## config.mk

```make
export PLATFORM = sky130hd
export DESIGN_NAME = fetch_unit_flat
export DESIGN_NICKNAME = d
export VERILOG_FILES = /design/src/rtl/fetch_unit_if.sv /design/src/rtl/fetch_unit.sv /design/src/flat_wrapper.sv
export SDC_FILE = /design/constraint.sdc
export NUM_CORES = 1
export LEC_CHECK = 0
export ABC_AREA = 1
export CELL_PAD_IN_SITES_DETAIL_PLACEMENT = 0
export CELL_PAD_IN_SITES_GLOBAL_PLACEMENT = 1
export CORE_MARGIN = 2
export CORE_UTILIZATION = 30
export DETAILED_ROUTE_END_ITERATION = 7
export GPL_TIMING_DRIVEN = 0
export PLACE_DENSITY_LB_ADDON = 0.3
export SYNTH_ARGS = -nofsm -noshare
export SYNTH_HDL_FRONTEND = slang
export SYNTH_SLANG_ARGS = --single-unit
```

## constraint.sdc

```tcl
create_clock -name clk -period 3 [get_ports clk]
set_input_delay 0.9 -clock clk [delete_from_list [all_inputs] [get_ports clk]]
set_output_delay 0.9 -clock clk [all_outputs]
set_load 0.005 [all_outputs]
```

## src/rtl/fetch_unit_if.sv

```systemverilog
// Instruction-memory read port: the fetch stage drives the request and address,
// the memory returns a word with a one-cycle ready strobe.
interface fetch_unit_if #(
  parameter int unsigned width = 32
);
  logic             mem_req;
  logic [width-1:0] mem_addr;
  logic             mem_ready;
  logic [width-1:0] mem_rdata;

  modport master (
    output mem_req,
    output mem_addr,
    input  mem_ready,
    input  mem_rdata
  );

  modport slave (
    input  mem_req,
    input  mem_addr,
    output mem_ready,
    output mem_rdata
  );
endinterface

```

## src/rtl/fetch_unit.sv

```systemverilog
// Instruction-fetch stage: owns the PC, issues one memory read per start and latches
// the returned word. The next sequential PC comes from the external incrementer.
module fetch_unit #(
  parameter int unsigned      width      = 32,
  parameter logic [width-1:0] reset_addr = '0
) (
  input  logic             clk,
  input  logic             reset,
  input  logic             start,
  input  logic             redirect,
  input  logic [width-1:0] redirect_addr,
  output logic [width-1:0] inc_in,
  input  logic [width-1:0] inc_out,
  fetch_unit_if.master     mem,
  output logic [width-1:0] pc,
  output logic [width-1:0] instr,
  output logic             instr_valid,
  output logic             busy
);

  typedef enum logic [1:0] {st_idle, st_req, st_done} state_t;

  state_t           state_q, state_d;
  logic             flush_q, flush_d;
  logic [width-1:0] pc_q, pc_d;
  logic [width-1:0] instr_q, instr_d;
  logic [width-1:0] addr_q, addr_d;

  always_ff @(posedge clk) begin
    if (reset) begin
      state_q <= st_idle;
      flush_q <= 1'b0;
      pc_q    <= reset_addr;
      instr_q <= '0;
      addr_q  <= '0;
    end else begin
      state_q <= state_d;
      flush_q <= flush_d;
      pc_q    <= pc_d;
      instr_q <= instr_d;
      addr_q  <= addr_d;
    end
  end

  always_comb begin
    state_d = state_q;
    flush_d = flush_q;
    pc_d    = pc_q;
    instr_d = instr_q;
    addr_d  = addr_q;
    unique case (state_q)
      st_idle: begin
        if (start) begin
          state_d = st_req;
          addr_d  = redirect ? redirect_addr : pc_q;
        end
      end
      st_req: begin
        // A flush cycle drops whatever the memory returns and re-issues at the new PC.
        if (flush_q) begin
          addr_d  = pc_q;
          flush_d = 1'b0;
        end else if (mem.mem_ready && !redirect) begin
          instr_d = mem.mem_rdata;
          pc_d    = inc_out;
          state_d = st_done;
        end
      end
      st_done: state_d = st_idle;
      default: state_d = st_idle;
    endcase
    if (redirect) begin
      pc_d = redirect_addr;
      if (state_q == st_req) flush_d = 1'b1;
    end
  end

  always_comb begin
    mem.mem_req  = (state_q == st_req);
    mem.mem_addr = addr_q;
    busy         = (state_q == st_req);
    instr_valid  = (state_q == st_done);
    pc           = pc_q;
    inc_in       = pc_q;
    instr        = instr_q;
  end

endmodule

```

## src/flat_wrapper.sv

```systemverilog
// flat-port wrapper written by rule: the top's interface ports become plain ports
module fetch_unit_flat 
#(
  parameter int unsigned      width      = 32,
  parameter logic [width-1:0] reset_addr = '0
)
  (clk, reset, start, redirect, redirect_addr, inc_in, inc_out, pc, instr, instr_valid, busy, mem_mem_req, mem_mem_addr, mem_mem_ready, mem_mem_rdata);
  fetch_unit_if #(.width(width)) mem_i ();
  input  logic clk;
  input  logic reset;
  input  logic start;
  input  logic redirect;
  input  logic [width-1:0] redirect_addr;
  output logic [width-1:0] inc_in;
  input  logic [width-1:0] inc_out;
  output logic [width-1:0] pc;
  output logic [width-1:0] instr;
  output logic instr_valid;
  output logic busy;
  output wire logic [$bits(mem_i.mem_req)-1:0] mem_mem_req;
  output wire logic [$bits(mem_i.mem_addr)-1:0] mem_mem_addr;
  input wire logic [$bits(mem_i.mem_ready)-1:0] mem_mem_ready;
  input wire logic [$bits(mem_i.mem_rdata)-1:0] mem_mem_rdata;
  assign mem_mem_req = mem_i.mem_req;
  assign mem_mem_addr = mem_i.mem_addr;
  assign mem_i.mem_ready = mem_mem_ready;
  assign mem_i.mem_rdata = mem_mem_rdata;
  fetch_unit #(.width(width), .reset_addr(reset_addr)) u_core (.clk(clk), .reset(reset), .start(start), .redirect(redirect), .redirect_addr(redirect_addr), .inc_in(inc_in), .inc_out(inc_out), .mem(mem_i), .pc(pc), .instr(instr), .instr_valid(instr_valid), .busy(busy));
endmodule
```

==> ci_impl_report.md <==
## Synthesis and layout report

| Metric | Value |
|---|---|
| Outcome | finished clean |
| Max transition margin | 60.04% |
| H-tree depth | 3 |
| Dominant Register Cell | dfxtp_1 |
| Startpoint Class | flop |
| Port buffer count | 230 |
| Die X | 136.8 microns |
| Drt first pass iters | 4 |
| Netlist Area Pre-Place | 5291 sq um |
| Avg Vias per Cell | 4.366 |
| Floorplan utilization | 30.59% |
| Slew @ Worst Pin | 599.3 ps |
| Drt drc | 0 |
| Cells after Synth | 857 |
| Vias in the first global route | 5593 |
| FFs w/ async S/R, synth | 0% |
| Core area | 17300 sq um |
| Top post-synthesis cells by count | 233 x nand2_1, 198 x nor2_1, 99 x dfxtp_1 |
| Floorplan Nets | 958 |
| Max Cap Viol | 0 |
| Distinct lib cells | 17 |
| Top-area cell share | 37.46% |
| RR Startpoint | u_core.state_q[0] |
| Gpl congestion | 0.7657 |
| Ports | 232 |
| DR WL/cell | 13.92 microns |
| And+or+nand+nor area frac | 44.60% |
| Initial antenna violation count | 0 |
| CTS tree | built |
| GRT Util Overall | 19.87% |
| Number of cells in Yosys stat | 857 |
| Max incr delay on CP | 490 ps |
| Final hold violation count | 0 |
| Arrival @ worst endpoint | 1940 ps |
| Post-layout period usage | 94.77% |
| Crit-path max FO | 11 |
| Maximum vdd drop | 0.2767 mV |
==> state kept, by name (all words and copies together) (netlist names), named ones only <==
register,flops
u_core.inc_in,32
u_core.instr,32
u_core.mem.mem_addr,32
u_core.state_q,2
==> worst max-delay path: cells and delay by family, from the launching register on <==
| family | cells | cell delay (ps) |
|---|---|---|
| AND/OR/NAND/NOR | 1 | 230 |
| buffers and inverters | 4 | 950 |
| flip-flops | 1 | 410 |
==> per-layer routing <==
layer / track usage (%) / vias up
met5: 0 / -
met4: 6.873 / 0
met3: 5.519 / 20
met2: 32.25 / 174
met1: 25.34 / 2522
li1: - / 3078
==> kinds of logic (layout without fill, tap and decap cells) <==
kind of cell / Yosys count / in the layout
simple gates: 562 / 562
compound gates: 35 / 35
buf+inv: 161 / 406
flops: 99 / 99
==> cell type report <==
| type | instances | area [sq um] |
|---|---|---|
| clock inverters | 5 | 125.1 |
| well taps | 225 | 281.5 |
| plain buffers | 92 | 515.5 |
| clock buffers | 10 | 239.0 |
| multi-input cells | 597 | 2537 |
| repair buffers | 230 | 2302 |
| inverters | 69 | 259.0 |
| flip-flops and latches | 99 | 1982 |
| fillers | 1884 | 9055 |
==> layout by cell type (no fill, tap or decap) <==
| cell | netlist | layout |
|---|---|---|
| clkbuf_8 | 0 | 1 |
| nor3_1 | 1 | 1 |
| o21ai_0 | 1 | 1 |
| a21oi_1 | 33 | 33 |
| nand2_1 | 233 | 233 |
| clkbuf_4 | 0 | 1 |
| nand3b_1 | 32 | 32 |
| clkinv_1 | 1 | 1 |
| dfxtp_1 | 99 | 99 |
| nor2_1 | 198 | 198 |
| bufinv_16 | 0 | 4 |
| nor2_4 | 1 | 1 |
| clkbuf_16 | 0 | 9 |
| buf_2 | 32 | 31 |
| clkdlybuf4s50_1 | 0 | 230 |
| nand3_1 | 97 | 97 |
| buf_4 | 34 | 34 |
| clkinv_2 | 0 | 1 |
| clkbuf_1 | 21 | 21 |
| inv_2 | 3 | 3 |
| inv_1 | 65 | 65 |
| buf_1 | 5 | 5 |
| a211oi_1 | 1 | 1 |
==> worst paths after layout <==
check / end / slack (ps) / cells past startpoint
worst max-delay path: mem_mem_req / 160 / 5
worst min-delay path: u_core.instr[7] / 480 / 2
worst max register to register: u_core.mem.mem_addr[27] / 1430 / 6
worst min register to register: u_core.instr[7] / 480 / 2
==> stage by stage <==
| stage | setup WS, ps | hold slack (ps) | instances | util [%] | area [sq um] |
|---|---|---|---|---|---|
| 3_5_place_dp | 345.5 | 471.0 | 1312 | 45.53 | 7875 |
| 2_1_floorplan | 1159 | 479.9 | 857 | - | 5291 |
| 6_report | 157.0 | 477.5 | 1327 | 47.65 | 8242 |
| 3_3_place_gp | 383.2 | 462.8 | 1312 | 45.53 | 7875 |
| 5_1_grt | 41.45 | 499.7 | 1327 | 47.65 | 8242 |
| 4_1_cts | 87.53 | 485.0 | 1327 | 47.63 | 8239 |
==> report_power, final <==
part | switching [W] | internal (W)
sequential | 0.0000667 | 0.00142
clock | 0.000531 | 0.000917
combinational | 0.000484 | 0.000588
==> repair_timing <==
item	4_1_cts	5_1_grt
setup endpoints to repair	0	1
resized	0	1
hold buffers	0	0
setup buffers	0	0
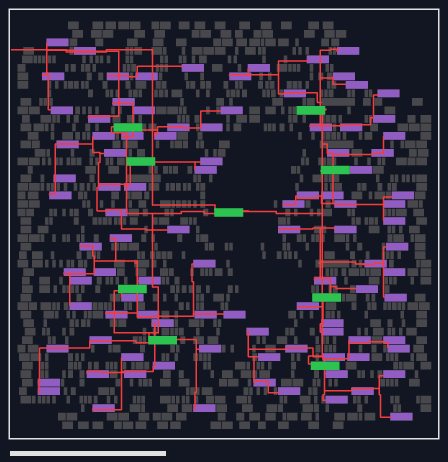
(clock network drawn from the DEF)
Bar = 50 microns.
[green] cells driving clock nets | count: 9
[red] clock wires | length: 1470 microns
[purple] flip-flops | count: 99
routed clock nets	10
Clock Power Share: 36.1%
Setup Skew: 8.774 ps
clk ins delay skew pair: 360 ps
clock distribution power: 0.00145 W

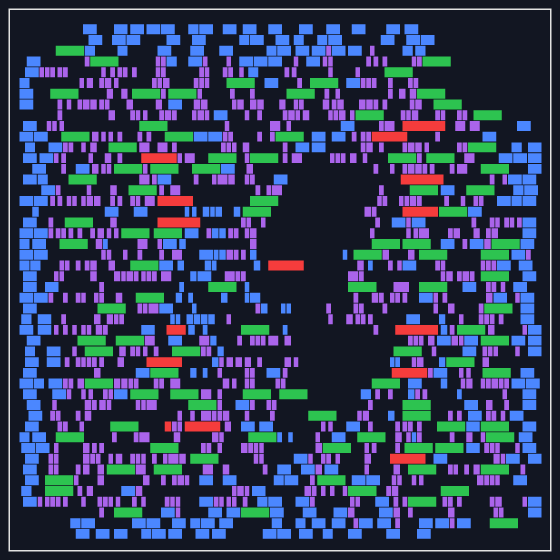
(cell classes on the final placement)
colour	class	cells	share of their area
red	clock drivers and dummy loads	15	4.6%
green	flip-flops	99	25%
blue	other buffers and delay cells	322	35%
purple	all other logic	666	35%

Power is estimated from default activity; no workload was simulated.
